**src/rtl/flash_spi_target.sv**
```systemverilog
// SPI NOR-flash responder (mode 0, MSB first) serving a small byte array.
// SPI pins are oversampled on i_clk; SCLK must be at most i_clk/8.
module flash_spi_target #(
    parameter int          ADDR_W   = 8,
    parameter logic [23:0] JEDEC_ID = 24'hEF4017
) (
    input  logic       i_clk,
    input  logic       i_rst_n,
    input  logic       i_flash_cs,
    input  logic       i_flash_clk,
    input  logic       i_flash_din,
    output logic       o_flash_dout,
    output logic       o_busy,
    output logic       o_cmd_valid,
    output logic [7:0] o_cmd
);

    typedef enum logic [2:0] {
        T_IDLE, T_CMD, T_ADDR, T_READ,
        T_PROG, T_STAT, T_ID, T_IGNORE
    } state_t;

    typedef enum logic [1:0] {OP_READ, OP_PROG, OP_ERASE} op_t;

    localparam int DEPTH = 1 << ADDR_W;
    localparam int SR_W  = (ADDR_W > 8) ? ADDR_W : 8;
    localparam logic [ADDR_W-1:0] A_ONE = 1;

    logic [7:0] mem [DEPTH];

    logic [1:0] cs_sync, ck_sync, di_sync;
    logic       cs_prev, ck_prev;
    logic       cs_s, ck_s, di_s;
    logic       ck_rise, ck_fall, cs_rise, cs_fall;

    state_t            state, state_d;
    op_t               op, op_d;
    logic [2:0]        bit_cnt, bit_cnt_d;
    logic [1:0]        byte_cnt, byte_cnt_d;
    logic [1:0]        id_idx, id_idx_d;
    logic [SR_W-2:0]   sr, sr_d;
    logic [SR_W-1:0]   word;
    logic [6:0]        sh_out, sh_out_d;
    logic              dout_d;
    logic [ADDR_W-1:0] addr, addr_d;
    logic [ADDR_W-1:0] er_addr, er_addr_d;
    logic              wel, wel_d;
    logic              wel_clr, wel_clr_d;
    logic              armed, armed_d;
    logic              busy_d;
    logic              cmd_valid_d;
    logic [7:0]        cmd_d;
    logic              prog_we;
    logic [7:0]        rd_byte, tx_byte, id_byte;

    assign cs_s    = cs_sync[1];
    assign ck_s    = ck_sync[1];
    assign di_s    = di_sync[1];
    assign ck_rise = ck_s & ~ck_prev;
    assign ck_fall = ~ck_s & ck_prev;
    assign cs_rise = cs_s & ~cs_prev;
    assign cs_fall = ~cs_s & cs_prev;
    assign word    = {sr, di_s};
    assign rd_byte = mem[addr];

    always_comb begin
        case (id_idx)
            2'd0:    id_byte = JEDEC_ID[23:16];
            2'd1:    id_byte = JEDEC_ID[15:8];
            default: id_byte = JEDEC_ID[7:0];
        endcase
    end

    always_comb begin
        state_d     = state;
        op_d        = op;
        bit_cnt_d   = bit_cnt;
        byte_cnt_d  = byte_cnt;
        id_idx_d    = id_idx;
        sr_d        = sr;
        sh_out_d    = sh_out;
        dout_d      = o_flash_dout;
        addr_d      = addr;
        er_addr_d   = er_addr;
        wel_d       = wel;
        wel_clr_d   = wel_clr;
        armed_d     = armed;
        busy_d      = o_busy;
        cmd_valid_d = 1'b0;
        cmd_d       = o_cmd;
        prog_we     = 1'b0;
        tx_byte     = 8'hFF;

        if (o_busy) begin
            er_addr_d = er_addr + A_ONE;
            if (&er_addr) busy_d = 1'b0;
        end

        if (cs_s) begin
            state_d    = T_IDLE;
            bit_cnt_d  = '0;
            byte_cnt_d = '0;
            dout_d     = 1'b1;
            sh_out_d   = '1;
            armed_d    = 1'b0;
            if (cs_rise) begin
                // erase decision uses WEL before the end-of-transaction clear
                if (armed && wel && !o_busy) begin
                    busy_d    = 1'b1;
                    er_addr_d = '0;
                end
                if (wel_clr) wel_d = 1'b0;
                wel_clr_d = 1'b0;
            end
        end else if (state == T_IDLE) begin
            if (cs_fall) state_d = T_CMD;
        end else if (ck_rise) begin
            bit_cnt_d = bit_cnt + 3'd1;
            sr_d      = word[SR_W-2:0];
            case (state)
                T_CMD: begin
                    if (bit_cnt == 3'd7) begin
                        cmd_valid_d = 1'b1;
                        cmd_d       = word[7:0];
                        byte_cnt_d  = '0;
                        id_idx_d    = '0;
                        if (word[7:0] == 8'h02 || word[7:0] == 8'h20)
                            wel_clr_d = 1'b1;
                        if (o_busy && word[7:0] != 8'h05) begin
                            state_d = T_IGNORE;
                        end else begin
                            case (word[7:0])
                                8'h06: begin
                                    wel_d   = 1'b1;
                                    state_d = T_IGNORE;
                                end
                                8'h04: begin
                                    wel_d   = 1'b0;
                                    state_d = T_IGNORE;
                                end
                                8'h05: state_d = T_STAT;
                                8'h9F: state_d = T_ID;
                                8'h03: begin
                                    state_d = T_ADDR;
                                    op_d    = OP_READ;
                                end
                                8'h02: begin
                                    state_d = T_ADDR;
                                    op_d    = OP_PROG;
                                end
                                8'h20: begin
                                    state_d = T_ADDR;
                                    op_d    = OP_ERASE;
                                end
                                default: state_d = T_IGNORE;
                            endcase
                        end
                    end
                end
                T_ADDR: begin
                    // any bit beyond the 32nd disqualifies an armed erase
                    if (armed) begin
                        armed_d = 1'b0;
                        state_d = T_IGNORE;
                    end else if (bit_cnt == 3'd7) begin
                        byte_cnt_d = byte_cnt + 2'd1;
                        if (byte_cnt == 2'd2) begin
                            addr_d = word[ADDR_W-1:0];
                            case (op)
                                OP_READ: state_d = T_READ;
                                OP_PROG: state_d = T_PROG;
                                default: armed_d = 1'b1;
                            endcase
                        end
                    end
                end
                T_PROG: begin
                    if (bit_cnt == 3'd7) begin
                        prog_we = wel;
                        addr_d  = addr + A_ONE;
                    end
                end
                default: ;
            endcase
        end else if (ck_fall) begin
            if (bit_cnt == 3'd0) begin
                case (state)
                    T_READ: begin
                        tx_byte = rd_byte;
                        addr_d  = addr + A_ONE;
                    end
                    T_STAT: tx_byte = {6'b0, wel, o_busy};
                    T_ID: begin
                        tx_byte  = id_byte;
                        id_idx_d = (id_idx == 2'd2) ? 2'd0 : id_idx + 2'd1;
                    end
                    default: tx_byte = 8'hFF;
                endcase
                dout_d   = tx_byte[7];
                sh_out_d = tx_byte[6:0];
            end else begin
                dout_d   = sh_out[6];
                sh_out_d = {sh_out[5:0], 1'b1};
            end
        end
    end

    always_ff @(posedge i_clk or negedge i_rst_n) begin
        if (!i_rst_n) begin
            cs_sync      <= 2'b11;
            ck_sync      <= 2'b00;
            di_sync      <= 2'b00;
            cs_prev      <= 1'b1;
            ck_prev      <= 1'b0;
            state        <= T_IDLE;
            op           <= OP_READ;
            bit_cnt      <= '0;
            byte_cnt     <= '0;
            id_idx       <= '0;
            sr           <= '0;
            sh_out       <= '1;
            o_flash_dout <= 1'b1;
            addr         <= '0;
            er_addr      <= '0;
            wel          <= 1'b0;
            wel_clr      <= 1'b0;
            armed        <= 1'b0;
            o_busy       <= 1'b0;
            o_cmd_valid  <= 1'b0;
            o_cmd        <= 8'h00;
        end else begin
            cs_sync      <= {cs_sync[0], i_flash_cs};
            ck_sync      <= {ck_sync[0], i_flash_clk};
            di_sync      <= {di_sync[0], i_flash_din};
            cs_prev      <= cs_s;
            ck_prev      <= ck_s;
            state        <= state_d;
            op           <= op_d;
            bit_cnt      <= bit_cnt_d;
            byte_cnt     <= byte_cnt_d;
            id_idx       <= id_idx_d;
            sr           <= sr_d;
            sh_out       <= sh_out_d;
            o_flash_dout <= dout_d;
            addr         <= addr_d;
            er_addr      <= er_addr_d;
            wel          <= wel_d;
            wel_clr      <= wel_clr_d;
            armed        <= armed_d;
            o_busy       <= busy_d;
            o_cmd_valid  <= cmd_valid_d;
            o_cmd        <= cmd_d;
        end
    end

    // single write port: erase sweep and program never overlap
    always_ff @(posedge i_clk) begin
        if (o_busy)
            mem[er_addr] <= 8'hFF;
        else if (prog_we)
            mem[addr] <= rd_byte & word[7:0];
    end

endmodule
```
**config.mk**
```make
export PLATFORM = sky130hd
export DESIGN_NAME = flash_spi_target
export DESIGN_NICKNAME = d
export VERILOG_FILES = /design/src/rtl/flash_spi_target.sv
export SDC_FILE = /design/constraint.sdc
export NUM_CORES = 2
export LEC_CHECK = 0
export CAP_MARGIN = 20
export CORE_ASPECT_RATIO = 1.5
export CORE_MARGIN = 2
export CORE_UTILIZATION = 50
export DETAILED_ROUTE_END_ITERATION = 10
export GPL_TIMING_DRIVEN = 1
export PLACE_DENSITY = 0.65
export SYNTH_ARGS = -nofsm -noshare
export SYNTH_HDL_FRONTEND = slang
export SYNTH_SLANG_ARGS = --single-unit
```
**constraint.sdc**
```tcl
create_clock -name i_clk -period 45.2 [get_ports i_clk]
set_input_delay 9.04 -clock i_clk [delete_from_list [all_inputs] [get_ports i_clk]]
set_output_delay 9.04 -clock i_clk [all_outputs]
set_load 0.05 [all_outputs]
```
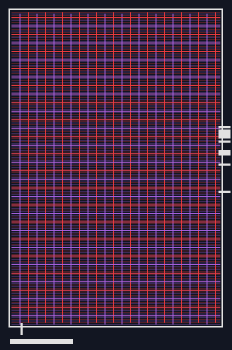
(power grid)
Bar = 100 um. Pins as bars on the die edge.
Key: VSS = purple; VDD = red
36 straps on met5. 24 straps on met4.
VDD IR max: 0.0000403 V
Die X: 337 um
core area: 166,000 um2
die y size: 504 um

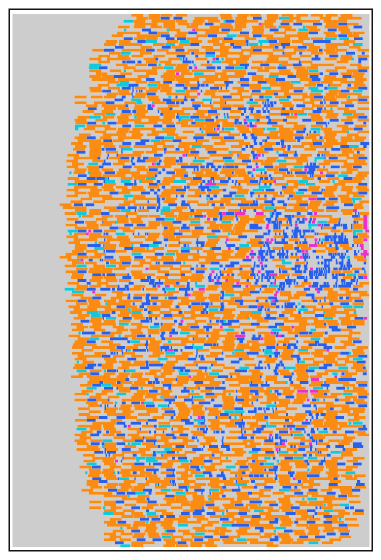
(placement by cell class)
Fill, decap, tap and diode cells in grey.
Key: other buffers and delay cells = magenta [cells 128, share of their area 1.3%]; flops = orange [cells 2,112, share of their area 71%]; clock drivers and dummy loads = cyan [cells 335, share of their area 6.3%]; combinational and other logic = blue [cells 1,779, share of their area 21%]
Core Util, Final: 55.3%
Seq/total area: 68.9%

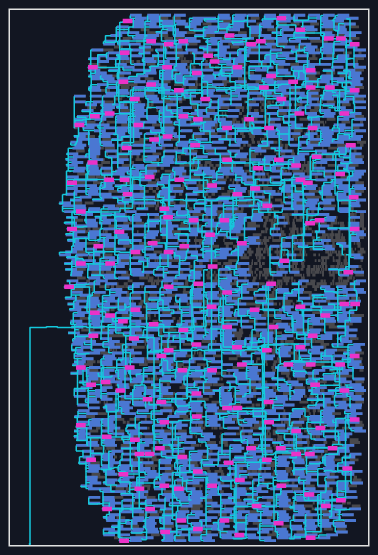
(routed clock nets over the placement)
Key: clock wires = cyan [length 22.3 mm]; flip-flops = blue [count 2,112]; clock drivers = magenta [count 183]
Position of the flops: widely spread.
worst skew pair latency: 0.83 ns
share of total power in the clock network: 35.4%
Max Clock Skew: 0.0336 ns
clk pwr: 1.51 mW

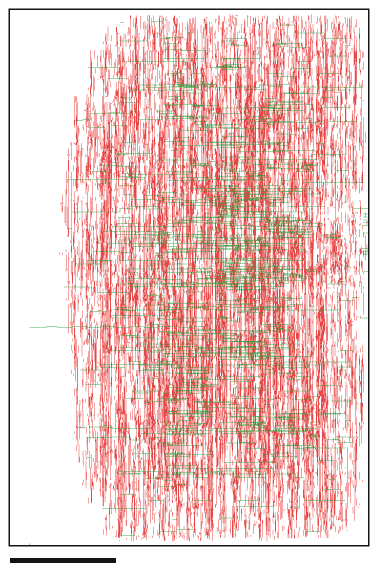
(routed metal, one colour a layer)
Bar = 100 um. Two of the layers only.
Key: metal 3 = green [wire length 17,700 um]; metal 2 = red [wire length 108 mm]
Via Count: 42,200
wire length per cell: 33.5 um
Total Routing Usage GR: 26.1%
Routed WL: 220,000 um

==> results.sh <==
# source this file to load flow results
export IMPL_power_top_group="sequential cells"
export IMPL_status="completed"
export IMPL_layout_top_cell="edfxtp_1"
export IMPL_met2_usage_pct=42.3
export IMPL_met3_usage_pct=4.70
export IMPL_io_pins=16
export IMPL_grt_remaining_overflow=0
export IMPL_crit_fanout=17
export IMPL_final_cell_area_um2=91600
export IMPL_areaGrowthSynthToFinish_pct=9.90
export IMPL_worst_hold_path_endpoint="di_sync[1]"
export IMPL_chip_area_um2=170000
export IMPL_yosys_cells=4140
export IMPL_non_clock_inverter_count=24
export IMPL_met1_length_um=82300
export IMPL_synth_seq_area_share_pct=75.7
export IMPL_hpwl_um=135000
export IMPL_syn_inst=4140
export IMPL_worstSetupPathDepth=1
export IMPL_combPwrFrac_pct=13.8
export IMPL_cts_sinks=2112
export IMPL_ant_nets=0
export IMPL_synth_top_flop_cell="edfxtp_1"
export IMPL_fin_hold_ws_ns=0.349
export IMPL_slowest_stage="clkdlybuf4s50_1"
export IMPL_antenna_found_initial=5
export IMPL_critPathRequiredTime_ns=36.16
export IMPL_htree_levels=4
export IMPL_timing_final_ws_setup_ns=33.68
export IMPL_dominant_cells="flip-flops and latches"
export IMPL_placed_area_um2=85800
export IMPL_crit_path_start="o_busy"
export IMPL_nonClkBufAreaFrac_pct=1.25
export IMPL_simple_gate_share_pct=3.54
export IMPL_reg2reg_from="addr[0]"
export IMPL_power_total_mw=4.25
export IMPL_route_met2_wl_um=108000
export IMPL_edf_count=2048
export IMPL_drive_gt1_share_pct=21.5
export IMPL_setup_tns_ns=0
export IMPL_hold_viol_final=0
export IMPL_powerComb_uw=589
export IMPL_placementRows=183
export IMPL_grt_setup_unrepaired="no"
export IMPL_lay_top_cells="2,048 x edfxtp_1, 468 x mux4_2, 313 x nor2_1"
export IMPL_clkTransAtPathRegs_ns=0.07
export IMPL_reg2reg_depth=12
export IMPL_top_cell="edfxtp_1"
export IMPL_ys_top_logic_family="multiplexers"
export IMPL_path_cells="clkdlybuf4s50_1"
export IMPL_p_int_mw=3.14
export IMPL_hp_class="flop to flop"
export IMPL_gp_congestion=0.887
export IMPL_avgSynthCellArea_um2=20.1
export IMPL_min_delay_start="di_sync[0]"
export IMPL_grt_use_met1_pct=34.5
export IMPL_top_area_share_pct=73.8
export IMPL_finalCritPeriodShare_pct=25.5
export IMPL_cts_root_buffer="clkbuf_16"
export IMPL_nClkBuffers=237
export IMPL_drt_iter0_markers=5069
export IMPL_cp_arrival_ns=2.48
export IMPL_postCtsSetupBuffers=0
export IMPL_synth_flops=2112
export IMPL_cts_tree="done"
export IMPL_grt_pass1_wl_um=314000
export IMPL_yosys_cell_types_count=81
export IMPL_comb_area_um2=18800
export IMPL_cts_resized=0
export IMPL_tapCellCount=2220
export IMPL_signal_buffers=128
export IMPL_mux_share_pct=15.0
export IMPL_rrSetupSlack_ns=37.17
Power and IR drop assume default switching activity.
